### config.mk
export PLATFORM = sky130hd
export DESIGN_NAME = saci_slave
export DESIGN_NICKNAME = d
export VERILOG_FILES = /design/src/rtl/saci_pkg.sv /design/src/rtl/saci_shift_reg.sv /design/src/rtl/saci_slave.sv
export SDC_FILE = /design/constraint.sdc
export NUM_CORES = 1
export LEC_CHECK = 0
export ABC_AREA = 1
export CAP_MARGIN = 20
export CORE_ASPECT_RATIO = 1.25
export CORE_MARGIN = 2
export CORE_UTILIZATION = 45
export CTS_CLUSTER_SIZE = 25
export DETAILED_ROUTE_END_ITERATION = 16
export HOLD_SLACK_MARGIN = 0.12
export PLACE_DENSITY = 0.67
export SLEW_MARGIN = 20
export SYNTH_ARGS = -nofsm -noshare
export SYNTH_HDL_FRONTEND = slang
export SYNTH_SLANG_ARGS = --single-unit
### constraint.sdc
create_clock -name clk_i -period 1.7 [get_ports clk_i]
set_input_delay 0.425 -clock clk_i [delete_from_list [all_inputs] [get_ports clk_i]]
set_output_delay 0.425 -clock clk_i [all_outputs]
set_load 0.01 [all_outputs]
### src/rtl/saci_pkg.sv
// Shared SACI link definitions: field widths, derived frame lengths, FSM states.
// Imported by both the SACI master and the saci_slave responder.
package saci_pkg;

  localparam int unsigned CMD_W        = 7;
  localparam int unsigned ADDR_W       = 12;
  localparam int unsigned DATA_W       = 32;
  localparam int unsigned ACK_TIMEOUT  = 255;

  localparam int unsigned HDR_LEN      = 2 + CMD_W + ADDR_W;
  localparam int unsigned WR_FRAME_LEN = HDR_LEN + DATA_W;
  localparam int unsigned RD_RSP_LEN   = HDR_LEN + DATA_W;

  localparam logic RW_WRITE = 1'b1;

  typedef enum logic [1:0] {
    ST_IDLE,
    ST_RX,
    ST_EXEC,
    ST_TX
  } saci_state_e;

endpackage

### src/rtl/saci_shift_reg.sv
// Generic MSB-first shift register with bit counter; clear beats load beats shift.
module saci_shift_reg #(
  parameter int unsigned g_width = 8,
  parameter int unsigned g_cnt_w = 4
) (
  input  logic               clk_i,
  input  logic               reset_n_i,
  input  logic               clear_i,
  input  logic               load_i,
  input  logic [g_width-1:0] load_data_i,
  input  logic               shift_i,
  input  logic               bit_i,
  output logic [g_width-1:0] data_o,
  output logic [g_cnt_w-1:0] count_o
);

  always_ff @(posedge clk_i or negedge reset_n_i) begin
    if (!reset_n_i) begin
      data_o  <= '0;
      count_o <= '0;
    end else if (clear_i) begin
      data_o  <= '0;
      count_o <= '0;
    end else if (load_i) begin
      data_o  <= load_data_i;
      count_o <= '0;
    end else if (shift_i) begin
      data_o  <= {data_o[g_width-2:0], bit_i};
      count_o <= count_o + g_cnt_w'(1);
    end
  end

endmodule

### src/rtl/saci_slave.sv
// SACI responder: deserialises a frame on cmd_i, runs one req/ack register access,
// then serialises the response frame on rsp_o.
module saci_slave
  import saci_pkg::*;
#(
  parameter int unsigned g_cmd_w       = CMD_W,
  parameter int unsigned g_addr_w      = ADDR_W,
  parameter int unsigned g_data_w      = DATA_W,
  parameter int unsigned g_ack_timeout = ACK_TIMEOUT
) (
  input  logic                clk_i,
  input  logic                reset_n_i,
  input  logic                sel_n_i,
  input  logic                cmd_i,
  output logic                rsp_o,
  output logic                reg_req_o,
  output logic                reg_wr_o,
  output logic [g_cmd_w-1:0]  reg_cmd_o,
  output logic [g_addr_w-1:0] reg_addr_o,
  output logic [g_data_w-1:0] reg_wdata_o,
  input  logic [g_data_w-1:0] reg_rdata_i,
  input  logic                reg_ack_i,
  output logic                busy_o
);

  localparam int unsigned FLD_W = g_cmd_w + g_addr_w;
  localparam int unsigned RX_W  = g_data_w + FLD_W;
  localparam int unsigned TX_W  = RX_W + 1;
  localparam int unsigned CNT_W = $clog2(TX_W + 1);
  localparam int unsigned TMR_W = $clog2(g_ack_timeout + 1);

  saci_state_e         state_q, state_d;
  logic                rw_q, rw_d;
  logic [TMR_W-1:0]    timer_q, timer_d;
  logic                rsp_d, req_d, wr_d;
  logic [g_cmd_w-1:0]  cmd_d;
  logic [g_addr_w-1:0] addr_d;
  logic [g_data_w-1:0] wdata_d;
  logic                rx_clr, rx_shift, tx_clr, tx_load, tx_shift;
  logic [RX_W-1:0]     rx_data;
  logic [CNT_W-1:0]    rx_cnt, rx_last, tx_cnt, tx_last;
  logic [TX_W-1:0]     tx_data, tx_load_data;
  logic [FLD_W-1:0]    fld;
  logic                tx_unused_bits;

  saci_shift_reg #(.g_width(RX_W), .g_cnt_w(CNT_W)) u_rx (
    .clk_i(clk_i), .reset_n_i(reset_n_i), .clear_i(rx_clr), .load_i(1'b0),
    .load_data_i('0), .shift_i(rx_shift), .bit_i(cmd_i),
    .data_o(rx_data), .count_o(rx_cnt)
  );

  saci_shift_reg #(.g_width(TX_W), .g_cnt_w(CNT_W)) u_tx (
    .clk_i(clk_i), .reset_n_i(reset_n_i), .clear_i(tx_clr), .load_i(tx_load),
    .load_data_i(tx_load_data), .shift_i(tx_shift), .bit_i(1'b0),
    .data_o(tx_data), .count_o(tx_cnt)
  );

  assign tx_unused_bits = ^tx_data[TX_W-2:0];
  assign busy_o = (state_q != ST_IDLE);

  // rw itself is shifted into rx_data too; a write pushes it out the top, a read leaves it above the fields.
  assign rx_last = (rw_q == RW_WRITE) ? CNT_W'(FLD_W + g_data_w) : CNT_W'(FLD_W);
  assign tx_last = (rw_q == RW_WRITE) ? CNT_W'(FLD_W + 1) : CNT_W'(FLD_W + 1 + g_data_w);
  assign fld     = (rw_q == RW_WRITE) ? rx_data[RX_W-1 -: FLD_W] : rx_data[FLD_W-1:0];
  assign tx_load_data = {rw_q, reg_cmd_o, reg_addr_o,
                         (rw_q == RW_WRITE) ? {g_data_w{1'b0}} : reg_rdata_i};

  always_comb begin
    state_d  = state_q;
    rw_d     = rw_q;
    timer_d  = timer_q;
    rsp_d    = 1'b0;
    req_d    = reg_req_o;
    wr_d     = reg_wr_o;
    cmd_d    = reg_cmd_o;
    addr_d   = reg_addr_o;
    wdata_d  = reg_wdata_o;
    rx_clr   = 1'b0;
    rx_shift = 1'b0;
    tx_clr   = 1'b0;
    tx_load  = 1'b0;
    tx_shift = 1'b0;
    unique case (state_q)
      ST_IDLE: begin
        if (!sel_n_i && cmd_i) begin
          state_d = ST_RX;
          rx_clr  = 1'b1;
        end
      end
      ST_RX: begin
        rx_shift = 1'b1;
        if (rx_cnt == '0) rw_d = cmd_i;
        else if (rx_cnt == rx_last) state_d = ST_EXEC;
      end
      ST_EXEC: begin
        if (!reg_req_o) begin
          req_d   = 1'b1;
          timer_d = '0;
          wr_d    = rw_q;
          cmd_d   = fld[FLD_W-1 -: g_cmd_w];
          addr_d  = fld[g_addr_w-1:0];
          wdata_d = (rw_q == RW_WRITE) ? rx_data[g_data_w-1:0] : '0;
        end else if (reg_ack_i) begin
          req_d   = 1'b0;
          tx_load = 1'b1;
          rsp_d   = 1'b1;
          state_d = ST_TX;
        end else if (timer_q == TMR_W'(g_ack_timeout - 1)) begin
          req_d   = 1'b0;
          state_d = ST_IDLE;
        end else begin
          timer_d = timer_q + TMR_W'(1);
        end
      end
      ST_TX: begin
        if (tx_cnt == tx_last) begin
          state_d = ST_IDLE;
        end else begin
          tx_shift = 1'b1;
          rsp_d    = tx_data[TX_W-1];
        end
      end
      default: state_d = ST_IDLE;
    endcase
    if (state_q != ST_IDLE && sel_n_i) begin
      state_d  = ST_IDLE;
      rx_clr   = 1'b1;
      tx_clr   = 1'b1;
      rx_shift = 1'b0;
      tx_shift = 1'b0;
      tx_load  = 1'b0;
      req_d    = 1'b0;
      rsp_d    = 1'b0;
      timer_d  = '0;
    end
  end

  always_ff @(posedge clk_i or negedge reset_n_i) begin
    if (!reset_n_i) begin
      state_q     <= ST_IDLE;
      rw_q        <= 1'b0;
      timer_q     <= '0;
      rsp_o       <= 1'b0;
      reg_req_o   <= 1'b0;
      reg_wr_o    <= 1'b0;
      reg_cmd_o   <= '0;
      reg_addr_o  <= '0;
      reg_wdata_o <= '0;
    end else begin
      state_q     <= state_d;
      rw_q        <= rw_d;
      timer_q     <= timer_d;
      rsp_o       <= rsp_d;
      reg_req_o   <= req_d;
      reg_wr_o    <= wr_d;
      reg_cmd_o   <= cmd_d;
      reg_addr_o  <= addr_d;
      reg_wdata_o <= wdata_d;
    end
  end

endmodule
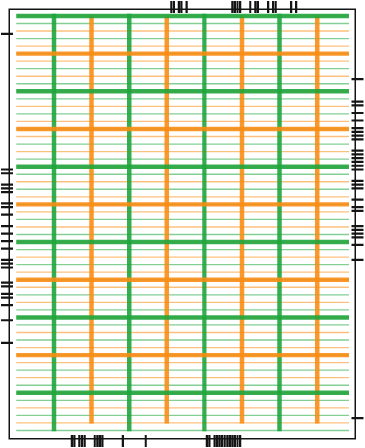
run_1/floorplan.png
Pins as bars on the die edge.
green -> VSS
orange -> VDD
signal pins = 92
rows = 55
met5 straps = 11
DIE WIDTH: 124 µm
vertical die dimension: 154 µm
maximum ir drop on the vdd rail: 0.000588 V
area of the placeable core: 18,000 µm²

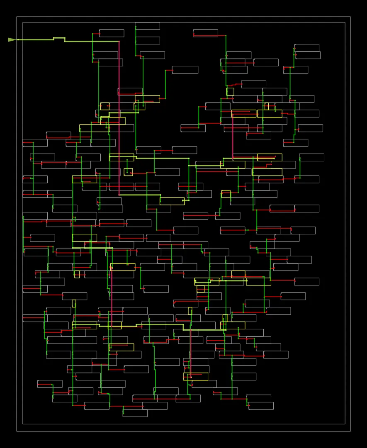
run_1/clock_nets.png
Worst Clk Skew: 0.0174 ns
number of clock buffers inserted by TritonCTS: 17
power drawn by the clock network: 3930 µW
count of clock tree sinks: 180

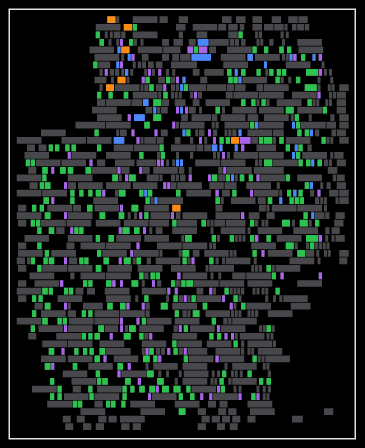
run_1/gates.png
orange -> xor and xnor cells  # cells 7
green -> aoi and oai cells  # cells 261, where spread over the die
purple -> inv cells  # cells 109
blue -> nor cells  # cells 39
most common logic cell in the routed design: nand2_1
fraction of standard cell area in multi-input logic: 29.1%
Non-Filler Instances: 1,276

==> reports/highlights.md, run 1 <==
* 9580 µm² — Placed Area
* reg -> reg — category of the critical setup timing path
* 92 — top-level port count
* 0 — number of diodes
* finished clean — run status
* 585 — number of combinational gates with multiple inputs
* 13.9% — non-clock buffer share of cell area
* 55.3% — sequential-to-total area share from yosys stat
* dfrtp_1 — slowest cell on the critical path
* 1,078 — number of nets in the finished design
* 377 — violation tally from detailed-route iteration zero
* true — setup repair after global routing missed its margin
* 10 — Worst Reg2Reg Path Length in Cells
* 1 — Post-CTS Hold Buffers
* 44.3% — fraction of area in registers
* 0.628 GHz — maximum achievable frequency
* 52 — max reg flops
* 2.02 ns — data required time of the critical path
* flip-flop — endpoint class of the critical path
* 46 — pin count of the biggest net entering global routing
* 0.108 ns — min setup slack post-route
* 0 — aggregate global routing overflow
* 4960 µW — total combinational power
==> run 1: through the flow <==
step,power [µW],utilization (%),std cells
3_5_place_dp,10600,53.3,1240
3_3_place_gp,10500,53.3,1240
2_1_floorplan,8570,-,927
4_1_cts,14500,56.4,1275
5_1_grt,15300,56.6,1276
6_report,14400,56.6,1276
==> run 1: path summary, 6_finish.rpt <==
path	endpoint	slack, ns
max	u_tx.data_o[48]	0.11
min	u_tx.data_o[0]	0.48
max reg2reg	u_tx.data_o[48]	0.11
min reg2reg	u_tx.data_o[0]	0.48
max in group asynchronous	state_q[0]	0.59
min in group asynchronous	reg_cmd_o[2]	0.49
==> run 1: cells by family after synthesis <==
family          synth area share [%]
buf+inv                         8.78
flops                           55.3
xor+xnor                       0.752
simple gates                    16.3
fa+ha+maj                      0.921
compound gates                  18.0
==> inputs of run 2 (changes only) <==
Settings changed: SETUP_SLACK_MARGIN set to 0.1.
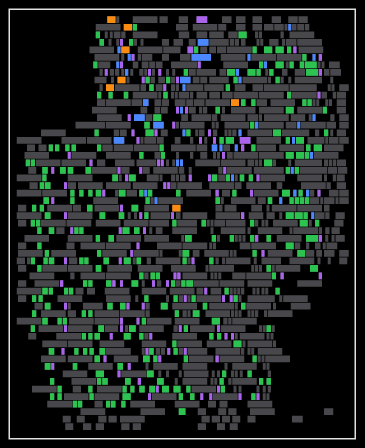
run_2/gates.png
green -> aoi and oai cells  # cells 261, where spread over the die
blue -> nor cells  # cells 39
purple -> inv cells  # cells 109
orange -> xor and xnor cells  # cells 7
Non-Filler Instances: 1,307
fraction of standard cell area in multi-input logic: 29.3%

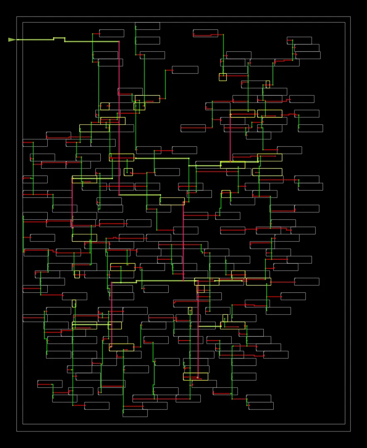
run_2/clock_nets.png
worst skew pair latency: 0.43 ns
Worst Clk Skew: 0.00710 ns

==> run 2 against run 1 <==
Against the previous run: core utilization is 4.3 points higher; cell count is 2.4% higher; synthesized area stayed put; critical endpoint is now u_tx.data_o[21].
==> reports/highlights.md, run 2 <==
* finished clean — run status
* 18,000 µm² — area of the placeable core, unchanged
* reg -> reg — category of the critical setup timing path
* 46 — pin count of the biggest net entering global routing, unchanged
* u_tx.data_o[44] — Min-Delay Endpoint
* nand2_1 — count leader, synth
* 0.01 ns — setup slack of the worst register-to-register path, -0.09 ns
* 1,109 — number of nets in the finished design, +2.9%
* 10,900 µm² — post-layout instance area
* 0 — number of diodes, unchanged
* flip-flop — endpoint class of the critical path
* 1,240 — cell total after placement, unchanged
* 17 — number of clock buffers inserted by TritonCTS, unchanged
* 2 — maximum buffer depth of the clock tree
* 0.000695 V — maximum ir drop on the vdd rail, +18%
* 2.01 ns — data required time of the critical path, about the same
* 55.3% — sequential-to-total area share from yosys stat, unchanged
* 60.9% — Final Core Density, +4.3 points
* dfrtp_2 — slowest cell on the critical path
* 9 — Worst Reg2Reg Path Length in Cells, -1
* nand2_1 — most common logic cell in the routed design
* 0.593 GHz — maximum achievable frequency, -5.6%
* 124 µm — DIE WIDTH, unchanged
* 0 — aggregate global routing overflow, unchanged
* 180 — count of clock tree sinks, unchanged
* true — setup repair after global routing missed its margin
* 52 — max reg flops, unchanged
* 5860 µW — total combinational power, +18%
* u_tx.data_o[21] — worst reg2reg endpoint
* 3940 µW — power drawn by the clock network, about the same
* 92 — top-level port count, unchanged
* dfrtp_1 — library cell with the largest summed area after synthesis
* 9580 µm² — Placed Area, unchanged
* 15,400 µW — overall power, +6.7%
* 1 — Post-CTS Hold Buffers, unchanged
* 434 — violation tally from detailed-route iteration zero, +15%
* 154 µm — vertical die dimension, unchanged
* u_tx.data_o[21] — endpoint of the most critical setup path
* 0 — post-route ant nets
-- run 2: netlist changes by cell type in the layout (fill, tap and decap cells not counted), sizes merged --
cell and change:
buf +24, dlymetal6s2s +1, clkdlybuf4s50 -1, nand2 +2, clkinv -1, inv +1
clkbuf +5
-- run 2: cell families after synthesis --
logic type | share of synthesized area, %
compound gates | 18.0
xor+xnor | 0.752
fa+ha+maj | 0.921
buf+inv | 8.78
flops | 55.3
simple gates | 16.3
-- run 2: final cells by class --
class | count | area (µm²) | area share (%)
clock buffer | 22 | 464 | 4.24
tap | 228 | 285 | 2.61
inverter | 109 | 427 | 3.90
sequential | 180 | 4510 | 41.2
clock inverter | 10 | 123 | 1.12
multi-input combinational | 587 | 3210 | 29.3
timing repair buffer | 171 | 1930 | 17.7
Power and IR drop assume default switching activity.
